run_1/pinout.png
(6 px per um) Pins as bars across the die edge, other pins in grey.
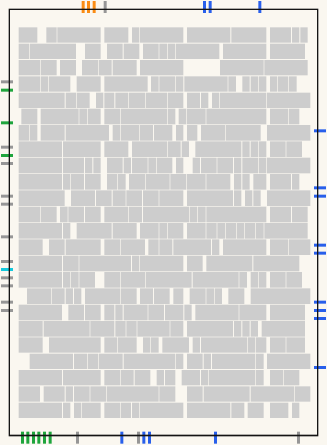
run_1/clock_nets.png
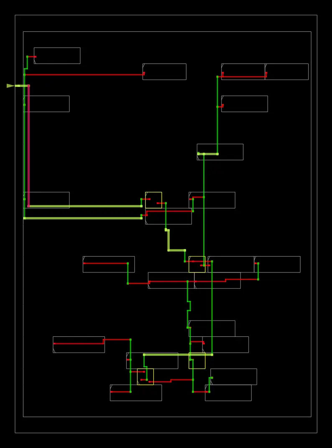
run_1/class_map.png
(4 px per um)
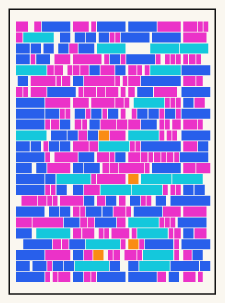
### config.mk
export PLATFORM = sky130hd
export DESIGN_NAME = alu_ctrl_fsm
export DESIGN_NICKNAME = d
export VERILOG_FILES = /design/src/rtl/ctrl_pkg.sv /design/src/rtl/alu_ctrl_decode.sv /design/src/rtl/alu_ctrl_fsm.sv
export SDC_FILE = /design/constraint.sdc
export NUM_CORES = 1
export LEC_CHECK = 0
export ABC_AREA = 1
export CORE_ASPECT_RATIO = 1.4
export CORE_UTILIZATION = 39
export CTS_BUF_LIST = sky130_fd_sc_hd__clkbuf_4
export CTS_CLUSTER_SIZE = 14
export DETAILED_ROUTE_END_ITERATION = 16
export PLACE_DENSITY = 0.73
export SLEW_MARGIN = 10
export SYNTH_ARGS = -nofsm -noshare
export SYNTH_HDL_FRONTEND = slang
export SYNTH_SLANG_ARGS = --single-unit
### constraint.sdc
create_clock -name clk -period 1.32 [get_ports clk]
set_input_delay 0.264 -clock clk [delete_from_list [all_inputs] [get_ports clk]]
set_output_delay 0.264 -clock clk [all_outputs]
set_load 0.05 [all_outputs]
### src/rtl/ctrl_pkg.sv
// Shared constants for the alu_ctrl_fsm sequencer: opcodes, state encoding
// and the default instruction width.
package ctrl_pkg;

    localparam int DEFAULT_IW = 9;

    localparam logic [2:0] OP_STP  = 3'b000;
    localparam logic [2:0] OP_SHF  = 3'b001;
    localparam logic [2:0] OP_BNEG = 3'b010;
    localparam logic [2:0] OP_NOR  = 3'b011;
    localparam logic [2:0] OP_ADD  = 3'b100;
    localparam logic [2:0] OP_ADDI = 3'b101;
    localparam logic [2:0] OP_ST   = 3'b110;
    localparam logic [2:0] OP_LD   = 3'b111;

    localparam logic [2:0] ST_IDLE   = 3'd0;
    localparam logic [2:0] ST_FETCH  = 3'd1;
    localparam logic [2:0] ST_DECODE = 3'd2;
    localparam logic [2:0] ST_EXEC   = 3'd3;
    localparam logic [2:0] ST_MEM    = 3'd4;
    localparam logic [2:0] ST_WB     = 3'd5;
    localparam logic [2:0] ST_HALT   = 3'd6;

endpackage

### src/rtl/alu_ctrl_decode.sv
// Combinational opcode classifier for alu_ctrl_fsm: maps the 3-bit opcode
// to the class flags that steer the sequencer.
module alu_ctrl_decode
    import ctrl_pkg::*;
(
    input  logic [2:0] op,
    output logic       is_halt,
    output logic       is_branch,
    output logic       is_mem,
    output logic       is_store,
    output logic       is_imm,
    output logic       needs_wb
);

    // opcode to class-flag table
    always_comb begin
        is_halt   = 1'b0;
        is_branch = 1'b0;
        is_mem    = 1'b0;
        is_store  = 1'b0;
        is_imm    = 1'b0;
        needs_wb  = 1'b0;
        case (op)
            OP_STP:  is_halt = 1'b1;
            OP_SHF: begin
                is_imm   = 1'b1;
                needs_wb = 1'b1;
            end
            OP_BNEG: is_branch = 1'b1;
            OP_NOR:  needs_wb = 1'b1;
            OP_ADD:  needs_wb = 1'b1;
            OP_ADDI: begin
                is_imm   = 1'b1;
                needs_wb = 1'b1;
            end
            OP_ST: begin
                is_mem   = 1'b1;
                is_store = 1'b1;
            end
            OP_LD: begin
                is_mem   = 1'b1;
                needs_wb = 1'b1;
            end
            default: begin
                is_halt = 1'b0;
            end
        endcase
    end

endmodule

### src/rtl/alu_ctrl_fsm.sv
// Multi-cycle control sequencer (FETCH/DECODE/EXEC/MEM/WB) for the 8-bit core.
// Optional MEM-wait timeout enabled by defining ALU_CTRL_MEM_TIMEOUT_EN.
module alu_ctrl_fsm
    import ctrl_pkg::*;
#(
    parameter int IW          = DEFAULT_IW,
    parameter int CNT_W       = 16,
    parameter int MEM_TIMEOUT = 15
) (
    input  logic             clk,
    input  logic             reset,
    input  logic             start,
    input  logic [IW-1:0]    instr,
    input  logic             alu_zero,
    input  logic             mem_ack,
    output logic [2:0]       alu_op,
    output logic             alu_src_imm,
    output logic             ir_ld,
    output logic             rf_we,
    output logic             rf_wsel_mem,
    output logic             mem_req,
    output logic             mem_we,
    output logic             pc_inc,
    output logic             pc_load,
    output logic             busy,
    output logic             halted,
    output logic             fault,
    output logic [CNT_W-1:0] retired
);

    logic [2:0]       state_r;
    logic [2:0]       state_nx_s;
    logic [IW-1:0]    ir_r;
    logic [CNT_W-1:0] retired_r;
    logic [2:0]       op_s;
    logic             retire_s;
    logic             is_halt_s;
    logic             is_branch_s;
    logic             is_mem_s;
    logic             is_store_s;
    logic             is_imm_s;
    logic             needs_wb_s;
    logic [IW-4:0]    unused_ir_s;

    assign op_s        = ir_r[IW-1:IW-3];
    assign unused_ir_s = ir_r[IW-4:0];

    alu_ctrl_decode u_decode (
        .op        (op_s),
        .is_halt   (is_halt_s),
        .is_branch (is_branch_s),
        .is_mem    (is_mem_s),
        .is_store  (is_store_s),
        .is_imm    (is_imm_s),
        .needs_wb  (needs_wb_s)
    );

`ifdef ALU_CTRL_MEM_TIMEOUT_EN
    localparam int WAIT_W = $clog2(MEM_TIMEOUT + 1);

    logic [WAIT_W-1:0] wait_cnt_r;
    logic              fault_r;
    logic              timeout_s;

    // wait counter restarts whenever the FSM is outside MEM, so it is zero on MEM entry
    always_ff @(posedge clk) begin
        if (reset) begin
            wait_cnt_r <= '0;
            fault_r    <= 1'b0;
        end else begin
            if (state_r != ST_MEM) begin
                wait_cnt_r <= '0;
            end else if (!mem_ack) begin
                wait_cnt_r <= wait_cnt_r + WAIT_W'(1);
            end else begin
                wait_cnt_r <= wait_cnt_r;
            end
            if (timeout_s) begin
                fault_r <= 1'b1;
            end else begin
                fault_r <= fault_r;
            end
        end
    end

    assign fault = fault_r;
`else
    logic [31:0] unused_timeout_s;

    assign unused_timeout_s = MEM_TIMEOUT;
    assign fault            = 1'b0;
`endif

    // next-state and strobe decode; pc_load/pc_inc in EXEC follow alu_zero directly
    always_comb begin
        state_nx_s  = state_r;
        alu_op      = 3'b000;
        alu_src_imm = 1'b0;
        ir_ld       = 1'b0;
        rf_we       = 1'b0;
        rf_wsel_mem = 1'b0;
        mem_req     = 1'b0;
        mem_we      = 1'b0;
        pc_inc      = 1'b0;
        pc_load     = 1'b0;
        retire_s    = 1'b0;
`ifdef ALU_CTRL_MEM_TIMEOUT_EN
        timeout_s   = 1'b0;
`endif
        case (state_r)
            ST_IDLE: begin
                if (start) begin
                    state_nx_s = ST_FETCH;
                end else begin
                    state_nx_s = ST_IDLE;
                end
            end
            ST_FETCH: begin
                ir_ld      = 1'b1;
                state_nx_s = ST_DECODE;
            end
            ST_DECODE: begin
                if (is_halt_s) begin
                    state_nx_s = ST_HALT;
                end else begin
                    state_nx_s = ST_EXEC;
                end
            end
            ST_EXEC: begin
                alu_op      = op_s;
                alu_src_imm = is_imm_s;
                if (is_branch_s) begin
                    if (alu_zero) begin
                        pc_inc = 1'b1;
                    end else begin
                        pc_load = 1'b1;
                    end
                    retire_s   = 1'b1;
                    state_nx_s = ST_FETCH;
                end else if (is_mem_s) begin
                    state_nx_s = ST_MEM;
                end else if (needs_wb_s) begin
                    state_nx_s = ST_WB;
                end else begin
                    state_nx_s = ST_FETCH;
                end
            end
            ST_MEM: begin
                alu_op  = op_s;
                mem_req = 1'b1;
                mem_we  = is_store_s;
                if (mem_ack) begin
                    if (is_store_s) begin
                        pc_inc     = 1'b1;
                        retire_s   = 1'b1;
                        state_nx_s = ST_FETCH;
                    end else begin
                        state_nx_s = ST_WB;
                    end
                end else begin
`ifdef ALU_CTRL_MEM_TIMEOUT_EN
                    // an ack on the limiting cycle takes the branch above instead
                    if (wait_cnt_r == WAIT_W'(MEM_TIMEOUT - 1)) begin
                        timeout_s  = 1'b1;
                        state_nx_s = ST_HALT;
                    end else begin
                        state_nx_s = ST_MEM;
                    end
`else
                    state_nx_s = ST_MEM;
`endif
                end
            end
            ST_WB: begin
                alu_op      = op_s;
                alu_src_imm = is_imm_s;
                rf_we       = 1'b1;
                rf_wsel_mem = is_mem_s & ~is_store_s;
                pc_inc      = 1'b1;
                retire_s    = 1'b1;
                state_nx_s  = ST_FETCH;
            end
            ST_HALT: begin
                state_nx_s = ST_HALT;
            end
            default: begin
                state_nx_s = ST_IDLE;
            end
        endcase
    end

    // state, instruction register and retired-instruction counter
    always_ff @(posedge clk) begin
        if (reset) begin
            state_r   <= ST_IDLE;
            ir_r      <= '0;
            retired_r <= '0;
        end else begin
            state_r <= state_nx_s;
            if (ir_ld) begin
                ir_r <= instr;
            end else begin
                ir_r <= ir_r;
            end
            if (retire_s) begin
                retired_r <= retired_r + CNT_W'(1);
            end else begin
                retired_r <= retired_r;
            end
        end
    end

    assign busy    = (state_r != ST_IDLE) && (state_r != ST_HALT);
    assign halted  = (state_r == ST_HALT);
    assign retired = retired_r;

endmodule

==> impl_summary.log, run 1 <==
[report] extracting results
INFO  metric clk_transition_reported_paths = 0.14 ns
INFO  metric timing.max_cap.violations = 0
INFO  metric seq_cells = 22
INFO  metric final.signal_buffer_count = about 100
INFO  metric critical_path.reg2reg.startpoint = state_r[0]
INFO  metric edf_count = 0
INFO  metric path_common_cell = nand3_4
INFO  metric share_clk_of_total_power = 0.134
INFO  metric switching_share = 0.441
INFO  metric failed_checks = setup timing
INFO  metric critical_path_arrival = ~1.7 ns
INFO  metric track_usage = 0.357
INFO  metric final-setup-viol-count = 37
INFO  metric routed_met1_length = 2.80 mm
INFO  metric post-layout-total-power = approximately 2.8 mW
INFO  metric run_status = complete, but fails checks
INFO  metric powerComb = around 1.6 mW
INFO  metric pg_clk = 380 uW
INFO  metric groute.layer.met1.usage = 0.363
INFO  metric final_std_cell_area_no_fill = 2990 um2
INFO  metric grt_busiest_layer = met2
INFO  metric numClockSinks = 22
INFO  metric layout.cells.most_common = buf_4
INFO  metric yosys.cell_types.count = 24
INFO  metric yosys-stat-cells = 200
INFO  metric number_of_global_route_vias_before_repair = 2011
INFO  metric globalRouteMet3Util = 0.0409
INFO  metric hold-path-endpoint = ir_r[7]
INFO  metric cpMaxStageDelayCell = dfxtp_4
INFO  metric power.largest_group = combinational logic
INFO  metric routed_wire_length_per_instance = about 25 um
INFO  metric slack_of_the_critical_path = -0.609 ns
INFO  metric critical_path_class = reg2out
INFO  metric insertedDiodeCount = 0
INFO  metric hold_class = in2reg
INFO  metric lay_top_cells = buf_4, nand2_1, buf_12
About pinout.png:
legend:
  orange:
    port: alu_op
    pins: 3
    direction: output
    edge: top
  green:
    port: instr
    pins: 9
    direction: input
    edge: 6 bottom, 3 left
  blue:
    port: retired
    pins: 16
    direction: output
    edge: 9 right, 4 bottom, 3 top
  cyan:
    port: rf_we
    pins: 1
    direction: output
    edge: left
all pins by edge: 15 left, 13 bottom, 9 right, 7 top

About clock_nets.png:
# clk buffers: 4
total CTS buffers: 3

About class_map.png:
legend:
  cyan:
    class: registers
    cells: 22
    share_of_their_area: 16%
  magenta:
    class: remaining logic cells
    cells: 173
    share_of_their_area: 39%
  orange:
    class: clock drivers and dummy loads
    cells: 4
    share_of_their_area: 1.0%
  blue:
    class: remaining buffers and delay cells
    cells: 104
    share_of_their_area: 44%
core utilization of the finished layout: 0.939
sequential cell area share: 0.159
core area: 3180 um2

[run 1: logic make-up after synthesis]
family,Yosys count,share of synthesized area
fa+ha+maj,1,0.00949
buf+inv,28,0.0996
other cells,1,0.00284
xor+xnor,1,0.00664
compound gates,29,0.121
simple gates,118,0.426
flops,22,0.334
[run 1: stage by stage]
stage | TNS (ns) | hold WS [ns] | instances
2_1_floorplan | -7.09 | 0.435 | 200
3_3_place_gp | -6.23 | 0.516 | 317
6_report | -12.41 | 0.545 | 342
3_5_place_dp | -7.09 | 0.521 | 317
4_1_cts | -7.59 | 0.540 | 334
5_1_grt | -14.14 | 0.533 | 342
[run 1: what timing repair did]
action	in CTS	in global routing
gates cloned	3	0
resized	40	39
pin swaps	7	8
setup endpoints to repair	29	37
setup buffers	11	12
run_1/util_map.png
(6 px per um) 5 x 7 tiles, from black (low) to pale yellow (high), 0 to 100% covered.
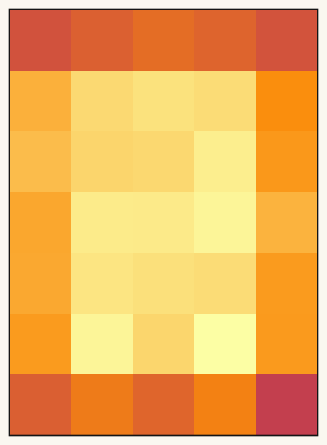

==> run 2: changes to the inputs <==
Settings changed: CAP_MARGIN set to 10, CORE_ASPECT_RATIO 1.4 to 1.75.
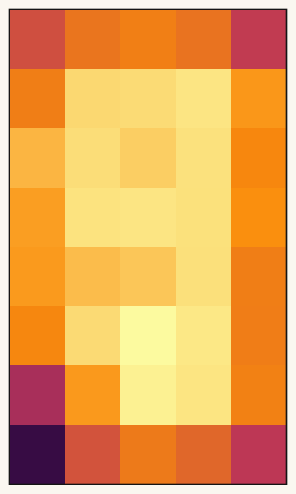
run_2/util_map.png
(6 px per um) 5 x 8 tiles, from black (low) to pale yellow (high), 0 to 100% covered.
mean over tiles: 78%
fullest tile: 99%
densest ninth of the die: middle
tiles over 75% full: 57%
emptiest ninth of the die: bottom left
core utilization of the finished layout: 0.902
initial core utilization: 0.415
core area: 3180 um2

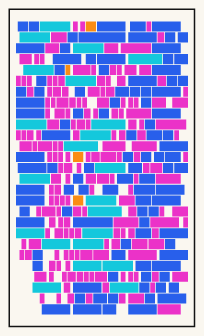
run_2/class_map.png
(4 px per um)
legend:
  orange:
    class: clock drivers and dummy loads
    cells: 4
    share_of_their_area: 0.94%
  magenta:
    class: remaining logic cells
    cells: 173
    share_of_their_area: 38%
  cyan:
    class: registers
    cells: 22
    share_of_their_area: 17%
  blue:
    class: remaining buffers and delay cells
    cells: 102
    share_of_their_area: 44%
placement row count: 27
final std cell area, no fill: 2860 um2

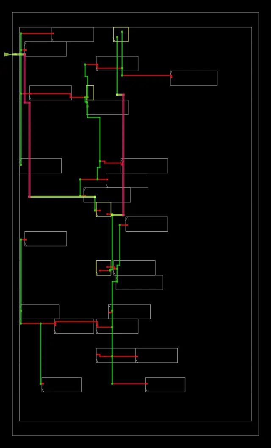
run_2/clock_nets.png
sequential cell count of the final layout: 22
final setup skew: 0.00440 ns
clock latency on the worst-skew pair: 0.32 ns
# clk buffers: 3

==> impl_summary.log, run 2 <==
[report] extracting results
INFO  metric hold_class = reg2reg (was in2reg)
INFO  metric yosys-stat-cells = 200 (unchanged)
INFO  metric cpMaxStageDelayCell = dfxtp_4 (unchanged)
INFO  metric routed_wire_length_per_instance = 19.6 um (was 25.1 um)
INFO  metric globalRouteMet3Util = 0.0591 (was 0.0409)
INFO  metric cts.repair_timing.setup_buffer_count = 8 (was 11)
INFO  metric finalNonFillerCells = 344 (was 342)
INFO  metric numClockSinks = 22 (unchanged)
INFO  metric critical_path_arrival = 1.61 ns (was 1.67 ns)
INFO  metric slack_of_the_critical_path = -0.555 ns (was -0.609 ns)
INFO  metric clk_transition_reported_paths = 0.13 ns (was 0.14 ns)
INFO  metric final-setup-viol-count = 31 (was 37)
INFO  metric edf_count = 0 (unchanged)
INFO  metric synth-seq-cells = 22 (unchanged)
INFO  metric fin_tns_setup = -9.11 ns (was -12.41 ns)
INFO  metric run_status = complete, but fails checks (unchanged)
INFO  metric post-layout-total-power = 2.60 mW (was 2.83 mW)
INFO  metric groute.layer.met1.usage = 0.329 (was 0.363)
INFO  metric hold-path-endpoint = retired[15] (was ir_r[7])
INFO  metric final.signal_buffer_count = 102 (was 104)
INFO  metric layout.cells.most_common = buf_4 (unchanged)
INFO  metric path_common_cell = nand3_4 (unchanged)
INFO  metric grt_busiest_layer = met2 (unchanged)
INFO  metric yosys.cell_types.count = 24 (unchanged)
INFO  metric routed_met1_length = 2.12 mm (was 2.80 mm)
INFO  metric failed_checks = setup timing (unchanged)
INFO  metric insertedDiodeCount = 0 (unchanged)
INFO  metric timing.max_cap.violations = 0 (unchanged)
INFO  metric lay_top_cells = buf_4, nand2_1, buf_12 (unchanged)
[run 2: logic make-up after synthesis]
| logic type | Yosys count | share of synthesized area |
|---|---|---|
| AND-OR/OR-AND | 29 | 0.121 |
| AND/OR/NAND/NOR | 118 | 0.426 |
| adder cells (fa/ha/maj) | 1 | 0.00949 |
| buffers and inverters | 28 | 0.0996 |
| flip-flops | 22 | 0.334 |
| XOR/XNOR | 1 | 0.00664 |
| other | 1 | 0.00284 |
[run 2: report_power, final]
group          leakage [nW]  total, mW  internal (mW)  switching, mW
clock                0.0154      0.331          0.111          0.220
sequential            0.187      0.793          0.728         0.0649
combinational         0.975       1.47          0.634          0.838
total                  1.18       2.60           1.47           1.12
==> run 3: changes to the inputs <==
Settings changed: CORE_MARGIN set to 2, HOLD_SLACK_MARGIN set to 0.02, SETUP_SLACK_MARGIN set to 0.3.
==> impl_summary.log, run 3 <==
[flow] summary of implementation run
INFO  metric netlist_area = 1320 um2 (unchanged)
INFO  metric compound_gate_portion_of_the_synthesized_area = 0.121 (unchanged)
INFO  metric std_cell_rows = 28 (was 27)
INFO  metric ctsRootBufferMaster = clkbuf_4 (unchanged)
INFO  metric tritoncts.num_buffers = 3 (unchanged)
INFO  metric yosys.cell_types.count = 24 (unchanged)
INFO  metric synth_xor_xnor_area_share = 0.00664 (unchanged)
INFO  metric failed_stage = 5_1_grt
INFO  metric synth-seq-area-share = 0.334 (unchanged)
INFO  metric worst_endpoint_kind = top-level output
INFO  metric ff_type = dfxtp_1 (unchanged)
INFO  metric fp-utilization = 0.400 (was 0.415)
INFO  metric post_synth_main_logic_family = simple AND/OR/NAND/NOR gates (unchanged)
INFO  metric netlist.top_cell.by_area = dfxtp_1 (unchanged)
INFO  metric yosys-stat-cells = 200 (unchanged)
INFO  metric postPlaceCellArea = 2490 um2 (was 2510 um2)
INFO  metric synth-seq-cells = 22 (unchanged)
INFO  metric numClockSinks = 22 (unchanged)
INFO  metric run_status = did not finish (was complete, but fails checks)
INFO  metric synth.top_cells.by_count = nand2_1, nor2_1, inv_1 (unchanged)
INFO  metric edf_count = 0 (unchanged)
INFO  metric flow.first_error = [ERROR DPL-0038] Utilization greater than 100%, impossible to legalize
INFO  metric yosys.area_share.simple = 0.426 (unchanged)
INFO  metric syn-instance-count = 200 (unchanged)
INFO  metric mux_area_frac = 0 (unchanged)
INFO  metric ctsLongestPathBuffers = 2 (unchanged)
INFO  metric synthAdderAreaFrac = 0.00949 (unchanged)
run 3: cell families after synthesis:
kind of cell / after synthesis
AOI/OAI and AO/OA: 29
DFF: 22
buffers and inverters: 28
other: 1
adders and majority gates: 1
xor gates and xnor gates: 1
and+or+nand+nor: 118
run 3: per-stage QoR:
step | TNS, ns | total power [mW] | hold slack [ns] | util | instances
detailed placement | -5.70 | 1.88 | 0.518 | 0.755 | 322
floorplan | -7.09 | 1.36 | 0.435 | - | 200
global placement | -4.48 | 1.86 | 0.509 | 0.755 | 322
CTS | -6.66 | 2.77 | 0.544 | 0.956 | 359
run 3: timing repair:
| action | 4_1_cts |
|---|---|
| pin swaps | 15 |
| setup buffers | 30 |
| endpoints found under the setup margin | 51 |
| gates resized | 94 |
| gates cloned | 3 |
==> run 4: changes to the inputs <==
Settings changed: CORE_ASPECT_RATIO 1.75 to not set, CORE_UTILIZATION 39 to 24, CTS_BUF_LIST sky130_fd_sc_hd__clkbuf_4 to not set, CTS_CLUSTER_SIZE 14 to not set, HOLD_SLACK_MARGIN 0.02 to not set, PLACE_DENSITY 0.73 to not set, PLACE_DENSITY_LB_ADDON set to 0.15, SETUP_SLACK_MARGIN 0.3 to not set.
Clock period 1.32 ns to 1.72 ns, I/O delays scaled along.
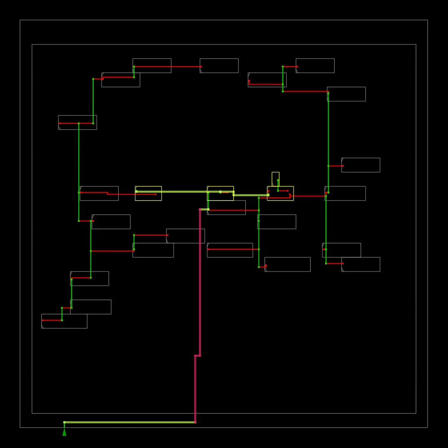
run_4/clock_nets.png
final setup skew: 0.00527 ns
power drawn by the clock network: 331 uW

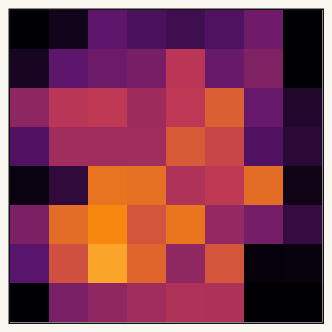
run_4/util_map.png
(4 px per um) 8 x 8 tiles, from black (low) to pale yellow (high), 0 to 100% covered.
core utilization of the finished layout: 0.418
core area: 5200 um2
initial core utilization: 0.253

==> impl_summary.log, run 4 <==
[report] extracting results
INFO  metric run_status = complete, but fails checks (was did not finish)
INFO  metric failed_checks = setup timing
INFO  metric netlist_area = 1320 um2 (unchanged)
INFO  metric hold-path-endpoint = retired[1]
INFO  metric dp_cells = 313 (was 322)
INFO  metric fin_tns_setup = -0.104 ns
INFO  metric sequential_cell_area_share = 0.209
INFO  metric post-layout-total-power = between 1.5 and 2 mW
INFO  metric postPlaceCellArea = 2020 um2 (was 2490 um2)
INFO  metric mux_area_frac = 0 (unchanged)
INFO  metric finalNonFillerCells = roughly 320
INFO  metric yosys.area_share.simple = 0.426 (unchanged)
INFO  metric largest_reg_flops = 16
INFO  metric critical_path_class = reg2out
INFO  metric synth-seq-cells = 22 (unchanged)
INFO  metric tritoncts.num_buffers = 3 (unchanged)
INFO  metric timing.max_cap.violations = 0
INFO  metric netlist.top_cell.by_area = dfxtp_1 (unchanged)
INFO  metric std_cell_rows = 26 (was 28)
INFO  metric routed_wire_length_per_instance = 11.2 um
INFO  metric clock.latency.late_pin = 0.26 ns
INFO  metric synth_xor_xnor_area_share = 0.00664 (unchanged)
INFO  metric yosys-stat-cells = 200 (unchanged)
INFO  metric layout.cells.most_common = nand2_1
INFO  metric lay_top_cells = nand2_1, buf_4, nor2_1
INFO  metric final-setup-viol-count = 3
INFO  metric finalHoldWorstSlack = 0.514 ns
INFO  metric numClockSinks = 22 (unchanged)
INFO  metric synth-seq-area-share = 0.334 (unchanged)
INFO  metric compound_gate_portion_of_the_synthesized_area = 0.121 (unchanged)
INFO  metric ff_type = dfxtp_1 (unchanged)
INFO  metric syn-instance-count = 200 (unchanged)
INFO  metric slack_of_the_critical_path = -0.0551 ns
INFO  metric critical_path.reg2reg.startpoint = retired[0]
INFO  metric postCtsResizedCells = 17 (was 94)
INFO  metric ctsRootBufferMaster = clkbuf_8 (was clkbuf_4)
INFO  metric synth-warning-count = 0 (unchanged)
INFO  metric edf_count = 0 (unchanged)
INFO  metric synthAdderAreaFrac = 0.00949 (unchanged)
INFO  metric clk_transition_reported_paths = roughly 0.080 ns
INFO  metric path_common_cell = nand3_4
INFO  metric clkbuf_count = 4
INFO  metric yosys.cell_types.count = 24 (unchanged)
INFO  metric final_std_cell_area_no_fill = about 2200 um2
INFO  metric final.signal_buffer_count = 55
INFO  metric post_synth_main_logic_family = simple AND/OR/NAND/NOR gates (unchanged)
INFO  metric synth.top_cells.by_count = nand2_1, nor2_1, inv_1 (unchanged)
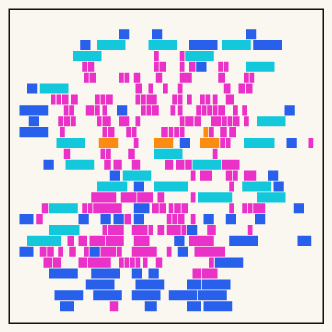
run_4/class_map.png
(4 px per um)
legend:
  magenta:
    class: remaining logic cells
    cells: 173
    share_of_their_area: 45%
  blue:
    class: remaining buffers and delay cells
    cells: 55
    share_of_their_area: 31%
  orange:
    class: clock drivers and dummy loads
    cells: 4
    share_of_their_area: 2.2%
  cyan:
    class: registers
    cells: 22
    share_of_their_area: 22%

run 4: cell counts after synthesis:
Identical to the previous run, type by type.
run 4: where the power goes:
group	leakage [nW]	internal (mW)	total, mW	switching [mW]
logic	0.690	0.297	0.723	0.426
registers	0.181	0.562	0.625	0.0621
clock network	0.0228	0.165	0.331	0.166
run 4: worst max-delay path by stage:
stage	startpoint	end	slack, ns	cells after the start
global placement	mem_ack	pc_inc	-0.09	6
global route	state_r[1]	pc_inc	-0.12	8
CTS	state_r[1]	pc_inc	-0.06	7
floorplan	state_r[2]	pc_inc	-0.20	6
finish	state_r[0]	pc_inc	-0.06	7
detailed placement	mem_ack	pc_inc	-0.09	6
run 4: metal layers:
metal / routed length (um) / GRT usage
met1: 1840 / 0.163
met2: 1640 / 0.197
met3: 108 / 0.0253
met4: 41 / 0.0316
met5: 0 / 0
Power figures rest on the tool's default switching activity, not on a simulated workload.
